<file path="src/rtl/rv_encode_pkg.sv">
// RV32I encoding constants shared between the imem loader and the control decoder.
// Covers only the lw/sw/add/sub/slt/or/and/beq subset.
package rv_encode_pkg;

  typedef enum logic [2:0] {
    K_LW  = 3'd0,
    K_SW  = 3'd1,
    K_ADD = 3'd2,
    K_SUB = 3'd3,
    K_SLT = 3'd4,
    K_OR  = 3'd5,
    K_AND = 3'd6,
    K_BEQ = 3'd7
  } instr_kind_t;

  localparam logic [6:0] OPC_LW  = 7'b0000011;
  localparam logic [6:0] OPC_SW  = 7'b0100011;
  localparam logic [6:0] OPC_R   = 7'b0110011;
  localparam logic [6:0] OPC_BEQ = 7'b1100011;

  localparam logic [2:0] F3_LW  = 3'b010;
  localparam logic [2:0] F3_SW  = 3'b010;
  localparam logic [2:0] F3_ADD = 3'b000;
  localparam logic [2:0] F3_SLT = 3'b010;
  localparam logic [2:0] F3_OR  = 3'b110;
  localparam logic [2:0] F3_AND = 3'b111;
  localparam logic [2:0] F3_BEQ = 3'b000;

  localparam logic [6:0] F7_ADD = 7'b0000000;
  localparam logic [6:0] F7_SUB = 7'b0100000;

  localparam logic [1:0] ERR_NONE = 2'd0;
  localparam logic [1:0] ERR_IS   = 2'd1;
  localparam logic [1:0] ERR_B    = 2'd2;

endpackage

</file>
<file path="src/rtl/instr_field_packer.sv">
// Combinational field packer: builds the 32-bit instruction word and flags
// immediates that the selected format cannot represent.
module instr_field_packer
  import rv_encode_pkg::*;
(
  input  instr_kind_t kind,
  input  logic [4:0]  rd,
  input  logic [4:0]  rs1,
  input  logic [4:0]  rs2,
  input  logic [12:0] imm,
  output logic [31:0] word,
  output logic [1:0]  imm_err
);

  always_comb begin
    word    = '0;
    imm_err = ERR_NONE;
    case (kind)
      K_LW: begin
        word = {imm[11:0], rs1, F3_LW, rd, OPC_LW};
        // 12-bit signed fits only when the 13-bit value is a sign extension of bit 11
        if (imm[12] != imm[11]) imm_err = ERR_IS;
      end
      K_SW: begin
        word = {imm[11:5], rs2, rs1, F3_SW, imm[4:0], OPC_SW};
        if (imm[12] != imm[11]) imm_err = ERR_IS;
      end
      K_ADD: word = {F7_ADD, rs2, rs1, F3_ADD, rd, OPC_R};
      K_SUB: word = {F7_SUB, rs2, rs1, F3_ADD, rd, OPC_R};
      K_SLT: word = {F7_ADD, rs2, rs1, F3_SLT, rd, OPC_R};
      K_OR:  word = {F7_ADD, rs2, rs1, F3_OR,  rd, OPC_R};
      K_AND: word = {F7_ADD, rs2, rs1, F3_AND, rd, OPC_R};
      K_BEQ: begin
        word = {imm[12], imm[10:5], rs2, rs1, F3_BEQ, imm[4:1], imm[11], OPC_BEQ};
        // 13 bits already bound the range; only an odd offset is unencodable
        if (imm[0]) imm_err = ERR_B;
      end
      default: word = '0;
    endcase
  end

endmodule

</file>
<file path="src/rtl/imem_instr_loader.sv">
// Sequential imem loader: accepts encode requests and writes packed words to
// consecutive word addresses, one registered write per accepted request.
//
//  state   | meaning
//  S_IDLE  | no session; waits for start
//  S_LOAD  | accepting requests while words written + in flight < DEPTH
//  S_FULL  | DEPTH words written; requests held off until finish
//  S_DRAIN | session closing; lets the last in-flight write complete
module imem_instr_loader
  import rv_encode_pkg::*;
#(
  parameter int                DEPTH     = 16,
  parameter int                ADDR_W    = 32,
  parameter logic [ADDR_W-1:0] BASE_ADDR = '0,
  localparam int               CNT_W     = $clog2(DEPTH + 1)
) (
  input  logic              clk,
  input  logic              rst,
  input  logic              start,
  input  logic              finish,
  input  logic              req_valid,
  output logic              req_ready,
  input  logic [2:0]        req_kind,
  input  logic [4:0]        req_rd,
  input  logic [4:0]        req_rs1,
  input  logic [4:0]        req_rs2,
  input  logic [12:0]       req_imm,
  output logic              mem_we,
  output logic [ADDR_W-1:0] mem_addr,
  output logic [31:0]       mem_wdata,
  output logic [CNT_W-1:0]  count,
  output logic              busy,
  output logic              err,
  output logic [1:0]        err_code
);

  typedef enum logic [1:0] {S_IDLE, S_LOAD, S_FULL, S_DRAIN} state_t;

  localparam logic [CNT_W:0]   DEPTH_W  = (CNT_W + 1)'(DEPTH);
  localparam logic [CNT_W-1:0] LAST_IDX = CNT_W'(DEPTH - 1);

  state_t       state;
  logic [31:0]  enc_word;
  logic [1:0]   enc_err;
  logic [CNT_W:0] in_flight;
  logic         accept;

  instr_field_packer u_packer (
    .kind    (instr_kind_t'(req_kind)),
    .rd      (req_rd),
    .rs1     (req_rs1),
    .rs2     (req_rs2),
    .imm     (req_imm),
    .word    (enc_word),
    .imm_err (enc_err)
  );

  // A write on the bus this cycle has not yet been added to count
  assign in_flight = {1'b0, count} + {{CNT_W{1'b0}}, mem_we};
  assign req_ready = (state == S_LOAD) && (in_flight < DEPTH_W);
  assign accept    = req_valid && req_ready;
  assign busy      = (state != S_IDLE);

  always_ff @(posedge clk or posedge rst) begin
    if (rst) begin
      state     <= S_IDLE;
      mem_we    <= 1'b0;
      mem_addr  <= BASE_ADDR;
      mem_wdata <= '0;
      count     <= '0;
      err       <= 1'b0;
      err_code  <= ERR_NONE;
    end else begin
      mem_we <= 1'b0;
      if (mem_we) begin
        mem_addr <= mem_addr + ADDR_W'(4);
        count    <= count + CNT_W'(1);
      end
      if (accept) begin
        if (enc_err != ERR_NONE) begin
          err <= 1'b1;
          if (!err) err_code <= enc_err;
        end else begin
          mem_we    <= 1'b1;
          mem_wdata <= enc_word;
        end
      end
      case (state)
        S_IDLE: begin
          if (start) begin
            state    <= S_LOAD;
            count    <= '0;
            err      <= 1'b0;
            err_code <= ERR_NONE;
            mem_addr <= BASE_ADDR;
          end
        end
        S_LOAD: begin
          if (finish)                            state <= S_DRAIN;
          else if (mem_we && count == LAST_IDX)  state <= S_FULL;
        end
        S_FULL:  if (finish) state <= S_DRAIN;
        S_DRAIN: state <= S_IDLE;
        default: state <= S_IDLE;
      endcase
    end
  end

endmodule
</file>
<file path="config.mk">
export PLATFORM = sky130hd
export DESIGN_NAME = imem_instr_loader
export DESIGN_NICKNAME = d
export VERILOG_FILES = /design/src/rtl/rv_encode_pkg.sv /design/src/rtl/instr_field_packer.sv /design/src/rtl/imem_instr_loader.sv
export SDC_FILE = /design/constraint.sdc
export NUM_CORES = 1
export LEC_CHECK = 0
export ABC_AREA = 0
export CELL_PAD_IN_SITES_DETAIL_PLACEMENT = 0
export CELL_PAD_IN_SITES_GLOBAL_PLACEMENT = 2
export CORE_UTILIZATION = 31
export CTS_BUF_LIST = sky130_fd_sc_hd__clkbuf_8 sky130_fd_sc_hd__clkbuf_16
export CTS_CLUSTER_SIZE = 40
export DETAILED_ROUTE_END_ITERATION = 8
export GPL_ROUTABILITY_DRIVEN = 0
export GPL_TIMING_DRIVEN = 0
export PLACE_DENSITY_LB_ADDON = 0.1
export SLEW_MARGIN = 20
export SYNTH_ARGS = -nofsm -noshare
export SYNTH_HDL_FRONTEND = slang
export SYNTH_SLANG_ARGS = --single-unit
</file>
<file path="constraint.sdc">
create_clock -name clk -period 5.92 [get_ports clk]
set_input_delay 0.592 -clock clk [delete_from_list [all_inputs] [get_ports clk]]
set_output_delay 0.592 -clock clk [all_outputs]
set_load 0.005 [all_outputs]
</file>
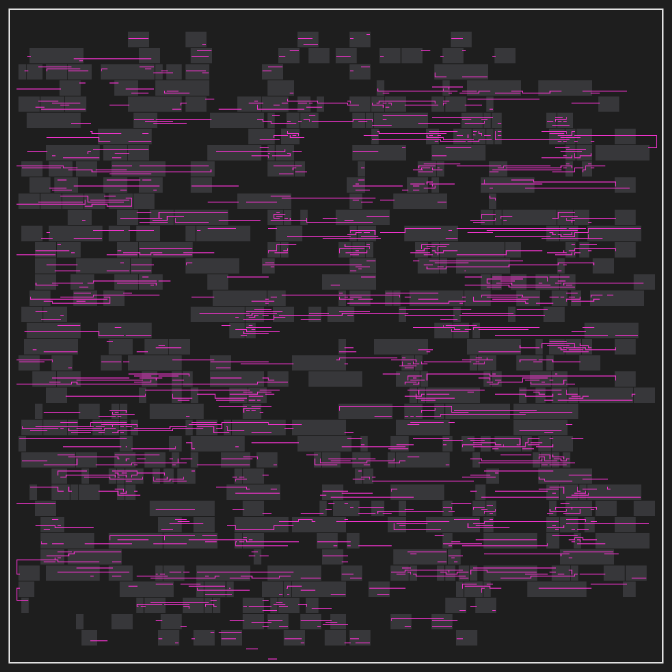
Figure 1: run 1, met1 routing.
Cells faint in the background.
nets with wire on the layer = 425
share of all routed wire = 43%
main direction = horizontal
wire length on this layer = 3870 um
DRT Wirelength: 9.06 mm
GR Layer Usage met1: 17.9%
routed via count: 3005

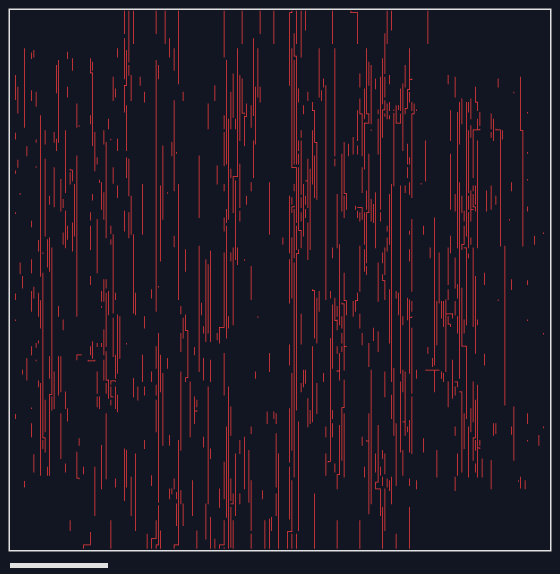
Figure 2: run 1, met2 routing.
Bar = 20 um.
nets with wire on the layer = 433
wire length on this layer = 4350 um
main direction = vertical
share of all routed wire = 48%
longest straight run = 51.0 um
met2 GRT Util: 26.8%

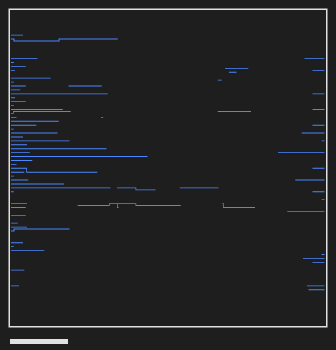
Figure 3: run 1, the metal 3 layer.
Bar = 20 um.
longest straight run = 47.1 um
nets with wire on the layer = 68
wire length on this layer = 699 um
share of all routed wire = 7.7%

==> results.toml, run 1 <==
# implementation run metrics
[yosys]
flop_cell = "dfrtp_1"
avgSynthCellArea_um2 = 10.4
synthCells = 345
ys_seq_share_pct = 48.7
ys_warn_count = 0
synth_flops = 70
netlist_area_um2 = 3590
synthArstFlopShare_pct = 100
yosysCellCount = 345
ys_types = 52
edf_count = 0
ys_area_um2 = 3590

[clock_tree]
cts_sinks = 70
clk_path_buf_depth = 2
hold_buffers = 0
htreeDepth = 3
cts_tree = "done"
cts_made_buffers = 9
clock_latency_ns = 0.33
cts-root-buf = "clkbuf_16"
clk_pin_slew_ns = 0.06
cts_resized = 0
cts_setup_buffers = 0

[job]
cap_violations = 0
warning_count = 29

[layout]
drive_gt1_share_pct = 15.8
syn_to_final_growth_pct = 45.2
lay_top_cells = "clkdlybuf4s50_1, dfrtp_1, nand2_1"
nets = 507
n_fill_cell = 1087
diodes = 0
final_common_cell = "clkdlybuf4s50_1"

[grt]
grt_pass1_wl_mm = 14.4
antenna_found_initial = 0
grt_pass1_vias = 2921
grt_max_degree = 55
grt_overflow = 0
gr-usage-all-layers_pct = 16.0

[routing]
wl_per_cell_um = 14.9
drtPass1Iterations = 4
antenna_left = 0
avgViaCountPerCell = 4.94
drc_errors = 0
drt_iter0_markers = 124

[setup_path]
crit_path_max_fanout = 10
critPathMaxStageDelay_ns = 0.51
path_cells = "clkdlybuf4s50_1 > and2_1 > clkbuf_1 > clkbuf_1 > buf_1 > nor2_1"
critPathArrivalTime_ns = 2.67
crit_top_cell = "clkbuf_1"
crit_required_ns = 6.11
path_class = "primary input to flip-flop"
crit_slowest_cell = "clkdlybuf4s50_1"
end_kind = "flip-flop"
cp-start-kind = "primary input"

[timing]
fin_crit_ns = 2.47
tightest_slew_ns = 0.986
rsz0062_at_grt = "no"
period_used_pct = 41.8
setup_viol = 0
fmax_mhz = 404
setup_tns_ns = 0
relSlewSlack_pct = 33.7
hold_viol_final = 0
slew_violations = 0
clock_skew_ns = 0.00583

[power]
p_total_mw = 2.01
power_switching_mw = 0.541
combPwrFrac_pct = 31.9
clockPowerShare_pct = 33.3
pwr_density_cell_nw_per_um2 = 386
switching_share_pct = 26.8
ir_worst_vdd_uv = 194
power_frac_seq_pct = 34.8
p_int_mw = 1.47
p_leak_nw = 2.21

[floorplanning]
core_um2 = 11100
ios = 111
num_rows = 38
die_h_um = 110
fp_util_pct = 32.4
dieArea_um2 = 12000
dieWidth_um = 110

[placement]
port_buffers = 103
dpl.hpwl_mm = 6.58

[hold_path]
hold_path_class = "flip-flop to flip-flop"

[run_status]
status = "complete, no violations"
## run 1: power by group through the flow
stage,clock network (mW),logic (mW),registers (mW)
2_1_floorplan,0,0.283,0.706
5_1_grt,0.707,0.706,0.721
3_5_place_dp,0,0.654,0.709
4_1_cts,0.689,0.657,0.704
3_3_place_gp,0,0.646,0.704
6_report,0.671,0.642,0.701
## run 1: synth_stat cells (6+ instances only)
| cell | number | area, um^2 |
|---|---|---|
| a21oi_1 | 15 | 75.1 |
| clkbuf_1 | 10 | 37.5 |
| dfrtp_1 | 70 | 1750 |
| ha_1 | 8 | 100 |
| inv_1 | 18 | 67.6 |
| mux2_2 | 31 | 349 |
| mux2i_1 | 11 | 110 |
| nand2_1 | 34 | 128 |
| nand3_1 | 7 | 35.0 |
| nand4_1 | 9 | 56.3 |
| nor2_1 | 28 | 105 |
| o31ai_1 | 6 | 45.0 |
| or4_1 | 6 | 45.0 |
| xnor2_1 | 7 | 61.3 |
| xor2_1 | 6 | 52.6 |
## run 1: per-layer routing
layer | GRT usage [%] | part of all wire (%) | vias to the layer above | wire (um)
li1 | - | - | 1469 | -
met4 | 6.76 | 1.4 | 0 | 130
met2 | 26.8 | 48 | 82 | 4350
met3 | 6.52 | 7.7 | 8 | 698
met5 | 0 | 0 | - | 0
met1 | 17.9 | 43 | 1446 | 3870
## run 1: critical path: cells and delay by family
family        cells  cell delay (ns)
simple gates      2             0.23
buf+inv           4             1.83
## run 1: registers in the layout (all words and copies together) (netlist names)
signal     flops
mem_addr      30
mem_wdata     29
count          5
err_code       2
state          2
err            1
mem_we         1
## run 1: cell families after synthesis
family | share of synthesized area, %
other | 0.104
AND/OR/NAND/NOR | 16.8
flip-flops | 48.7
XOR/XNOR | 3.17
multiplexers | 12.8
adder cells (fa/ha/maj) | 2.78
buffers and inverters | 5.19
AND-OR/OR-AND | 10.4
## run 1: stage by stage
stage | instance area (um^2) | hold slack (ns) | instances | utilization (%) | worst slack, ns
after floorplan | 3610 | 0.490 | 348 | - | 3.56
after global placement | 4810 | 0.489 | 591 | 43.4 | 2.11
after detailed placement | 4840 | 0.492 | 592 | 43.7 | 3.06
after CTS | 5210 | 0.505 | 608 | 47.1 | 3.41
after global routing | 5220 | 0.516 | 608 | 47.1 | 3.27
final | 5220 | 0.498 | 608 | 47.1 | 3.45
## run 1: final cells by class
cell class	instances	area, um^2	share of cell area [%]
Clock buffer	10	239	4.58
Buffer	23	119	2.28
Tap cell	140	175	3.36
Timing Repair Buffer	104	1060	20.3
Clock inverter	6	133	2.54
Multi-Input combinational cell	237	1670	32.1
Sequential cell	70	1750	33.6
Inverter	18	70.1	1.34
## run 1: final timing paths
check	startpoint	endpoint	slack (ns)	cells after the start
min in group asynchronous	rst	mem_addr[13]	0.56	2
max in group asynchronous	rst	mem_addr[16]	4.81	3
setup reg to reg	state[0]	mem_addr[4]	3.51	7
hold / removal	mem_wdata[1]	mem_wdata[1]	0.50	1
hold reg to reg	mem_wdata[1]	mem_wdata[1]	0.50	1
setup / recovery	start	mem_addr[4]	3.45	6
Figure 4. Clock nets (run 1).
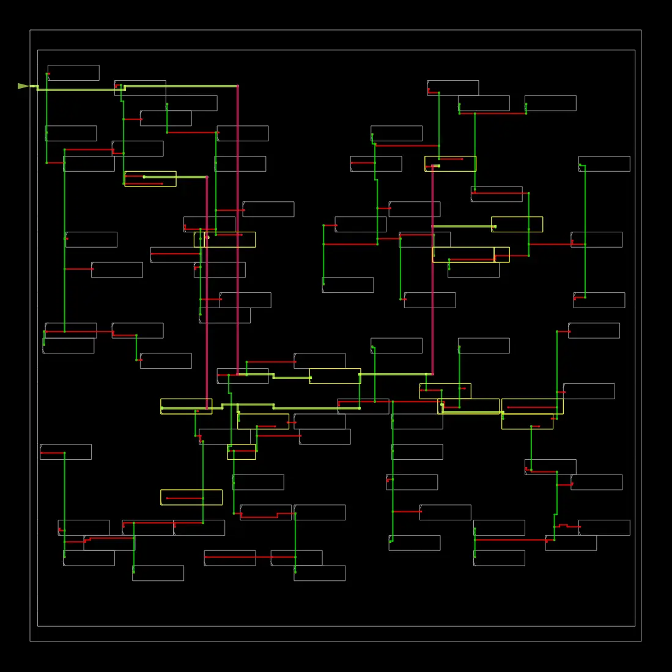

## Run 2: what changed since run 1
- CORE_UTILIZATION: 31 -> 26
- clock period: 5.92 -> 2.26 ns (I/O delays scaled with it)
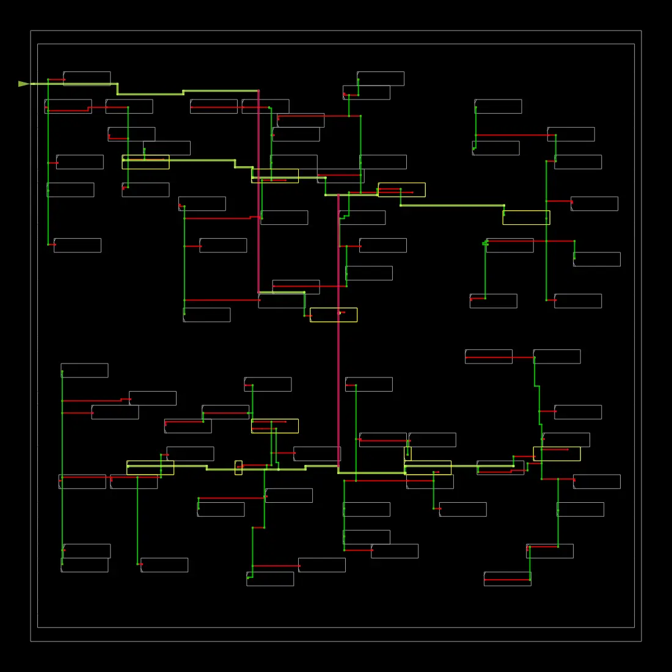
Figure 5: run 2, clock nets.
flop count: 70
P_clk: 1.19 mW
# clock sinks: 70
TritonCTS Buffers: 9

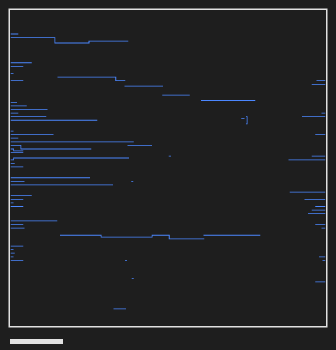
Figure 6: run 2, the metal 3 layer.
Bar = 20 um.
share of all routed wire = 6.9%
main direction = horizontal

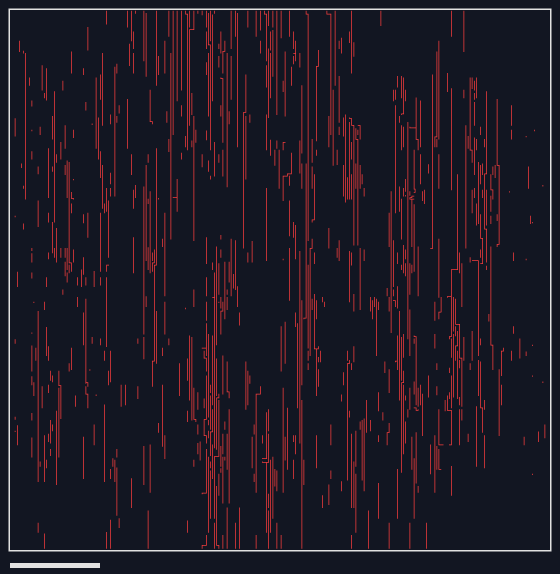
Figure 7: run 2, met2 routing.
Bar = 20 um.
nets with wire on the layer = 434
wire length on this layer = 4690 um
main direction = vertical
met2 GRT Util: 23.4%
routed via count: 3010
DRT Wirelength: 9.76 mm

==> run 2 against run 1 <==
Compared with the run above: clock power up 77%; critical path type is now flip-flop to flip-flop; critical endpoint is now mem_addr[16]; sequential power rose to 2.6 times the previous value; largest cell class unchanged; utilization down 8.3 points; register-to-register slack worse by 3.4 ns; sequential share of layout area up 0.25 points; synthesized cell count unchanged; flip-flop count unchanged; first-iteration DRC count up 14%; final area down 0.74%; via count up 0.17%.
==> results.toml, run 2 <==
# implementation run metrics
[routing]
drt_iter0_markers = 141
drtPass1Iterations = 4
drc_errors = 0
antenna_left = 0
wl_per_cell_um = 15.2

[yosys]
edf_count = 0
top_cell = "dfrtp_1"
synthArstFlopShare_pct = 100
yosysCellCount = 345
ys_top_cells_by_count = "dfrtp_1, nand2_1, mux2_2"
netlist_area_um2 = 3590
ys_area_um2 = 3590
synth.area.top_cells = "dfrtp_1, mux2_2, nand2_1"
flop_cell = "dfrtp_1"
top_cell_area_share_pct = 48.7
top_area_cell = "dfrtp_1"
ys_warn_count = 0
ys_types = 52
synthCells = 345
synth_flops = 70

[timing]
hold_viol_final = 0
tightest_slew_ns = 0.765
period_used_pct = 94.4
slew_violations = 0
rsz0062_at_grt = "yes"
relSlewSlack_pct = 48.6
fin_crit_ns = 2.13
setup_tns_ns = 0
setup_viol = 0

[floorplanning]
die_h_um = 120
dieWidth_um = 120
fp_util_pct = 26.9
dieArea_um2 = 14300
num_rows = 42
ios = 111

[setup_path]
path_buffers = 0
path_cells = "ha_1 > nand3_1 > nor4_2 > a31oi_1 > a41o_2"
path_class = "flip-flop to flip-flop"
crit_path_max_fanout = 7
cp_top_family = "simple AND/OR/NAND/NOR gates"
crit_required_ns = 2.48
reg2reg_depth = 5
cp-start-kind = "flip-flop"
timing.rr.end = "mem_addr[16]"
end_kind = "flip-flop"
critPathArrivalTime_ns = 2.35
critPathMaxStageDelay_ns = 0.74

[layout]
area.sequential_um2 = 1750
diodes = 0
final_common_cell = "clkdlybuf4s50_1"
final_cells = 641
n_fill_cell = 1366
logic_area_um2 = 1690
final_core_util_pct = 38.8
syn_to_final_growth_pct = 44.1
drive_gt1_share_pct = 16.6
largest_reg_flops = 30
regMostFlops = "mem_addr"

[grt]
grt_pass1_vias = 3005
gr-usage-all-layers_pct = 14.5
grt_overflow = 0
grt_pass1_wl_mm = 15.9
antenna_found_initial = 0

[clock_tree]
htreeDepth = 3
clk_path_buf_depth = 2
cts-root-buf = "clkbuf_16"
clock_latency_ns = 0.33
cts_tree = "done"

[placement]
dpl.hpwl_mm = 6.94
port_buffers = 103

[power]
p_int_mw = 3.37
clockPowerShare_pct = 25.0
combPwrFrac_pct = 36.4
power_frac_seq_pct = 38.6
switching_share_pct = 29.2
power_switching_mw = 1.39
ir_worst_vdd_uv = 636
p_leak_nw = 2.18
pwr_density_cell_nw_per_um2 = 919

[job]
cap_violations = 0
warning_count = 31

[hold_path]
hold_path_class = "primary input to asynchronous set/reset pin"

[run_status]
status = "complete, no violations"
-- run 2: cell counts after synthesis --
Identical to the previous run, type by type.
-- run 2: routing by layer --
layer / up-vias / track usage, % / routed length (um)
met5: - / 0 / 0
met4: 0 / 4.38 / 147
met3: 9 / 6.56 / 673
met2: 76 / 23.4 / 4690
met1: 1456 / 17.2 / 4250
li1: 1469 / - / -
-- run 2: area by class of cell --
type,count,area share (%)
Buffer,21,2.56
Multi-Input combinational cell,237,32.5
Inverter,18,1.35
Clock buffer,9,4.35
Timing Repair Buffer,108,21.0
Clock inverter,2,0.145
Sequential cell,70,33.8
Tap cell,176,4.25
-- run 2: metrics by stage --
| stage | worst slack, ns | hold WS, ns | power (mW) |
|---|---|---|---|
| 2_1_floorplan | 0.252 | 0.363 | 2.59 |
| 3_3_place_gp | -1.37 | 0.490 | 3.56 |
| 3_5_place_dp | -0.474 | 0.496 | 3.59 |
| 4_1_cts | -0.0218 | 0.275 | 4.84 |
| 5_1_grt | -0.0466 | 0.290 | 5.10 |
| 6_report | 0.126 | 0.254 | 4.76 |
-- run 2: logic make-up (layout without fill, tap and decap cells) --
family,Yosys count,after routing,share of synthesized area [%]
buffers and inverters,41,158,5.19
DFF,70,70,48.7
muxes,42,42,12.8
adders and majority gates,8,8,2.78
and+or+nand+nor,117,117,16.8
xor gates and xnor gates,13,13,3.17
AOI/OAI and AO/OA,53,53,10.4
other,1,4,0.104
-- run 2: power groups by stage --
stage	Combinational, mW	Sequential, mW	Clock [mW]
after global placement	1.71	1.85	0
final	1.73	1.84	1.19
after floorplan	0.741	1.85	0
after CTS	1.75	1.84	1.24
after detailed placement	1.74	1.85	0
after global routing	1.91	1.90	1.30
-- run 2: timing repair --
item / in CTS / in global routing
buffers inserted: 0 / 4
hold buffers: 0 / 0
resized: 3 / 10
setup endpoints to repair: 41 / 54
hold endpoints to repair: 0 / 0
pin swaps: 0 / 2
-- run 2: how the worst max path moves through the flow --
stage	start	endpoint	cells past startpoint
floorplan	mem_addr[14]	mem_addr[27]	6
global placement	rst	mem_addr[21]	2
detailed placement	start	count[1]	6
CTS	mem_we	mem_wdata[19]	7
global route	mem_addr[2]	mem_addr[16]	5
finish	mem_addr[2]	mem_addr[16]	5
Figure 8. Signal metal coverage by tile (run 2).
Bar = 20 um. The die is cut into 24 by 24 equal tiles; dark purple is low, yellow is high, scaled to the fullest tile. Values are wire area over tile area, all layers added.
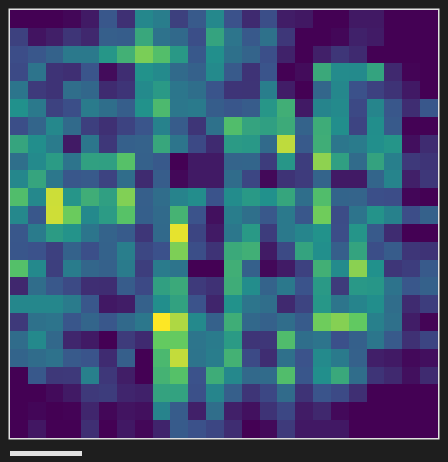

## Run 3: what changed since run 2
- SKIP_CTS_REPAIR_TIMING: unset -> 1
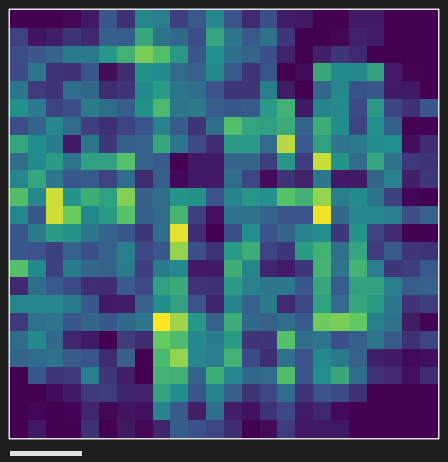
Figure 9: run 3, signal metal coverage by tile.
Bar = 20 um. The die is cut into 24 by 24 equal tiles; dark purple is low, yellow is high, scaled to the fullest tile. Values are wire area over tile area, all layers added.
nearly empty tiles = 11%
tiles over half the peak = 17%
mean over tiles = 0.11
fullest tile = 0.37
wire length per cell: 15.2 um
routed via count: 3012

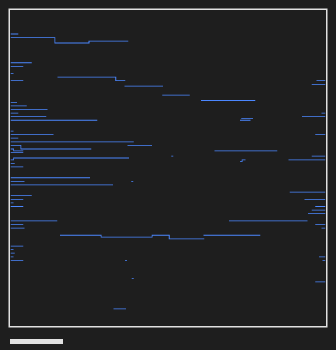
Figure 10: run 3, the metal 3 layer.
Bar = 20 um.
share of all routed wire = 7.5%
nets with wire on the layer = 62
M3 GR Usage: 6.56%
DRT Wirelength: 9.77 mm

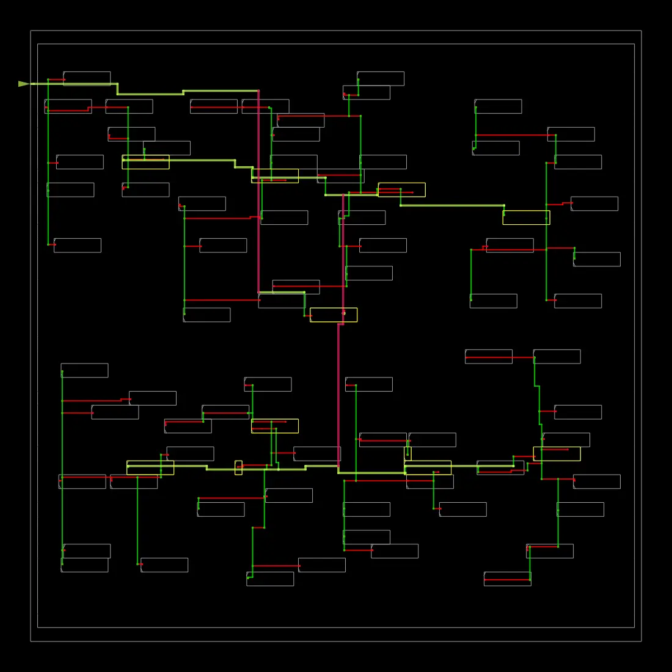
Figure 11: run 3, clock nets.
Insertion Delay late pin: 0.33 ns
Max Clock Skew: 0.00473 ns
# clk buffers: 9

==> run 3 against run 2 <==
Compared with the run above: sequential share of layout area unchanged; routed wire length about the same; critical endpoint is now mem_addr[27]; worst setup slack better by 0.0018 ns; clock skew about the same.
==> results.toml, run 3 <==
# implementation run metrics
[job]
cap_violations = 0
warning_count = 30

[timing]
fin_crit_ns = 2.13
fmax_mhz = 469
slew_violations = 0
rsz0062_at_grt = "yes"
setup_viol = 0
relSlewSlack_pct = 48.5
tightest_slew_ns = 0.767
fin_ws_ns = 0.128
period_used_pct = 94.3
hold_viol_final = 0

[power]
p_leak_nw = 2.18
ir_worst_vdd_uv = 636
pwr_density_cell_nw_per_um2 = 919

[yosys]
synthCells = 345
xor_share_pct = 3.17
top_logic_kind = "simple AND/OR/NAND/NOR gates"
top_cell_area_share_pct = 48.7
ys_sh_simple_pct = 16.8
top_area_cell = "dfrtp_1"
top_cell = "dfrtp_1"
ys_sh_adder_pct = 2.78
synth_flops = 70
yosysCellCount = 345
aoi_share_pct = 10.4
ys_warn_count = 0
avgSynthCellArea_um2 = 10.4
synth.area.top_cells = "dfrtp_1, mux2_2, nand2_1"
ys_top_cells_by_count = "dfrtp_1, nand2_1, mux2_2"
netlist_area_um2 = 3590
ys_area_um2 = 3590
ys_seq_share_pct = 48.7
ys_types = 52
muxShareOfSynthArea_pct = 12.8
flop_cell = "dfrtp_1"
synthArstFlopShare_pct = 100
edf_count = 0

[layout]
nets = 509
top_regs = "mem_addr x30, mem_wdata x29, count x5"
regMostFlops = "mem_addr"
largest_reg_flops = 30
n_fill_cell = 1366
lay_top_cells = "clkdlybuf4s50_1, dfrtp_1, nand2_1"
syn_to_final_growth_pct = 44.1
drive_gt1_share_pct = 16.6
diodes = 0
final_common_cell = "clkdlybuf4s50_1"
final_cells = 641
area.sequential_um2 = 1750
logic_area_um2 = 1690

[placement]
dpl_worst_slack_ns = -0.474
dpl.hpwl_mm = 6.94
placedCellCount = 628
port_buffers = 103

[routing]
avgViaCountPerCell = 4.70
antenna_left = 0
drtPass1Iterations = 4
drc_errors = 0
drt_iter0_markers = 128

[grt]
grt_pass1_vias = 3003
antenna_found_initial = 0
gr-usage-all-layers_pct = 14.5
grt_overflow = 0
grt_max_degree = 41
grt_pass1_wl_mm = 15.9

[clock_tree]
htreeDepth = 3
cts_sinks = 70
cts-root-buf = "clkbuf_16"
cts_tree = "done"
clk_pin_slew_ns = 0.05
clk_path_buf_depth = 2
cts_made_buffers = 9

[floorplanning]
dieWidth_um = 120
core_um2 = 13300
num_rows = 42
fp_util_pct = 26.9
die_h_um = 120
ios = 111
dieArea_um2 = 14300

[setup_path]
critPathArrivalTime_ns = 2.39
end_kind = "flip-flop"
path_class = "flip-flop to flip-flop"
crit_path_max_fanout = 10
cp-start-kind = "flip-flop"
crit_required_ns = 2.52

[hold_path]
hold_path_class = "primary input to asynchronous set/reset pin"

[run_status]
status = "complete, no violations"
-- run 3: cell counts after synthesis --
No cell type changed its count.
-- run 3: final timing paths --
path | from | endpoint | slack [ns] | depth (start not counted)
worst max-delay path | mem_addr[14] | mem_addr[27] | 0.13 | 6
worst min-delay path | rst | mem_wdata[25] | 0.25 | 2
worst max register to register | mem_addr[14] | mem_addr[27] | 0.13 | 6
worst min register to register | mem_wdata[9] | mem_wdata[9] | 0.50 | 1
max in group asynchronous | rst | mem_addr[30] | 1.46 | 3
min in group clk | req_kind[1] | mem_wdata[13] | 0.42 | 3
-- run 3: area by class of cell --
cell class / count / share of cell area [%]
inverter: 18 / 1.35
timing repair buffer: 108 / 21.0
tap: 176 / 4.25
clock buffer: 9 / 4.35
buffer: 21 / 2.56
clock inverter: 2 / 0.145
sequential: 70 / 33.8
multi-input combinational: 237 / 32.5
-- run 3: stage by stage --
stage          area [um^2]  power [mW]  util, %  hold slack (ns)  TNS [ns]
3_3_place_gp          4860        3.56     36.4            0.490   -105.72
6_report              5180        4.76     38.8            0.254         0
4_1_cts               5130        4.84     38.4            0.275     -6.99
5_1_grt               5180        5.10     38.8            0.290   -0.0900
3_5_place_dp          4900        3.59     36.7            0.496     -8.30
2_1_floorplan         3610        2.59        -            0.363         0
-- run 3: routing by layer --
metal  up-vias  global-route usage, %  share of wire, %
met5         -                      0                 0
met1      1454                   17.4                43
met3         9                   6.56               7.5
li1       1466                      -                 -
met2        83                   23.3                48
met4         0                   4.38               1.5
-- run 3: logic make-up (layout without fill, tap and decap cells) --
group | Yosys count | after routing
AOI/OAI and AO/OA | 53 | 53
xor gates and xnor gates | 13 | 13
adders and majority gates | 8 | 8
buffers and inverters | 41 | 158
DFF | 70 | 70
muxes | 42 | 42
other | 1 | 4
and+or+nand+nor | 117 | 117
-- run 3: report_power, final --
group	leakage (nW)	internal, mW	switching (mW)	total, mW
clock	0.122	0.702	0.487	1.19
sequential	0.913	1.60	0.240	1.84
combinational	1.14	1.07	0.664	1.73
-- run 3: critical path, cell delays in order, from the launching register on --
cell and delay [ns]:
dfrtp_1 0.36, clkbuf_4 0.20, nand4_2 0.14, or4_4 0.56, buf_6 0.16, or4_1 0.49
a21oi_1 0.15
No activity file was given, so power comes from the tool's default toggle rates.
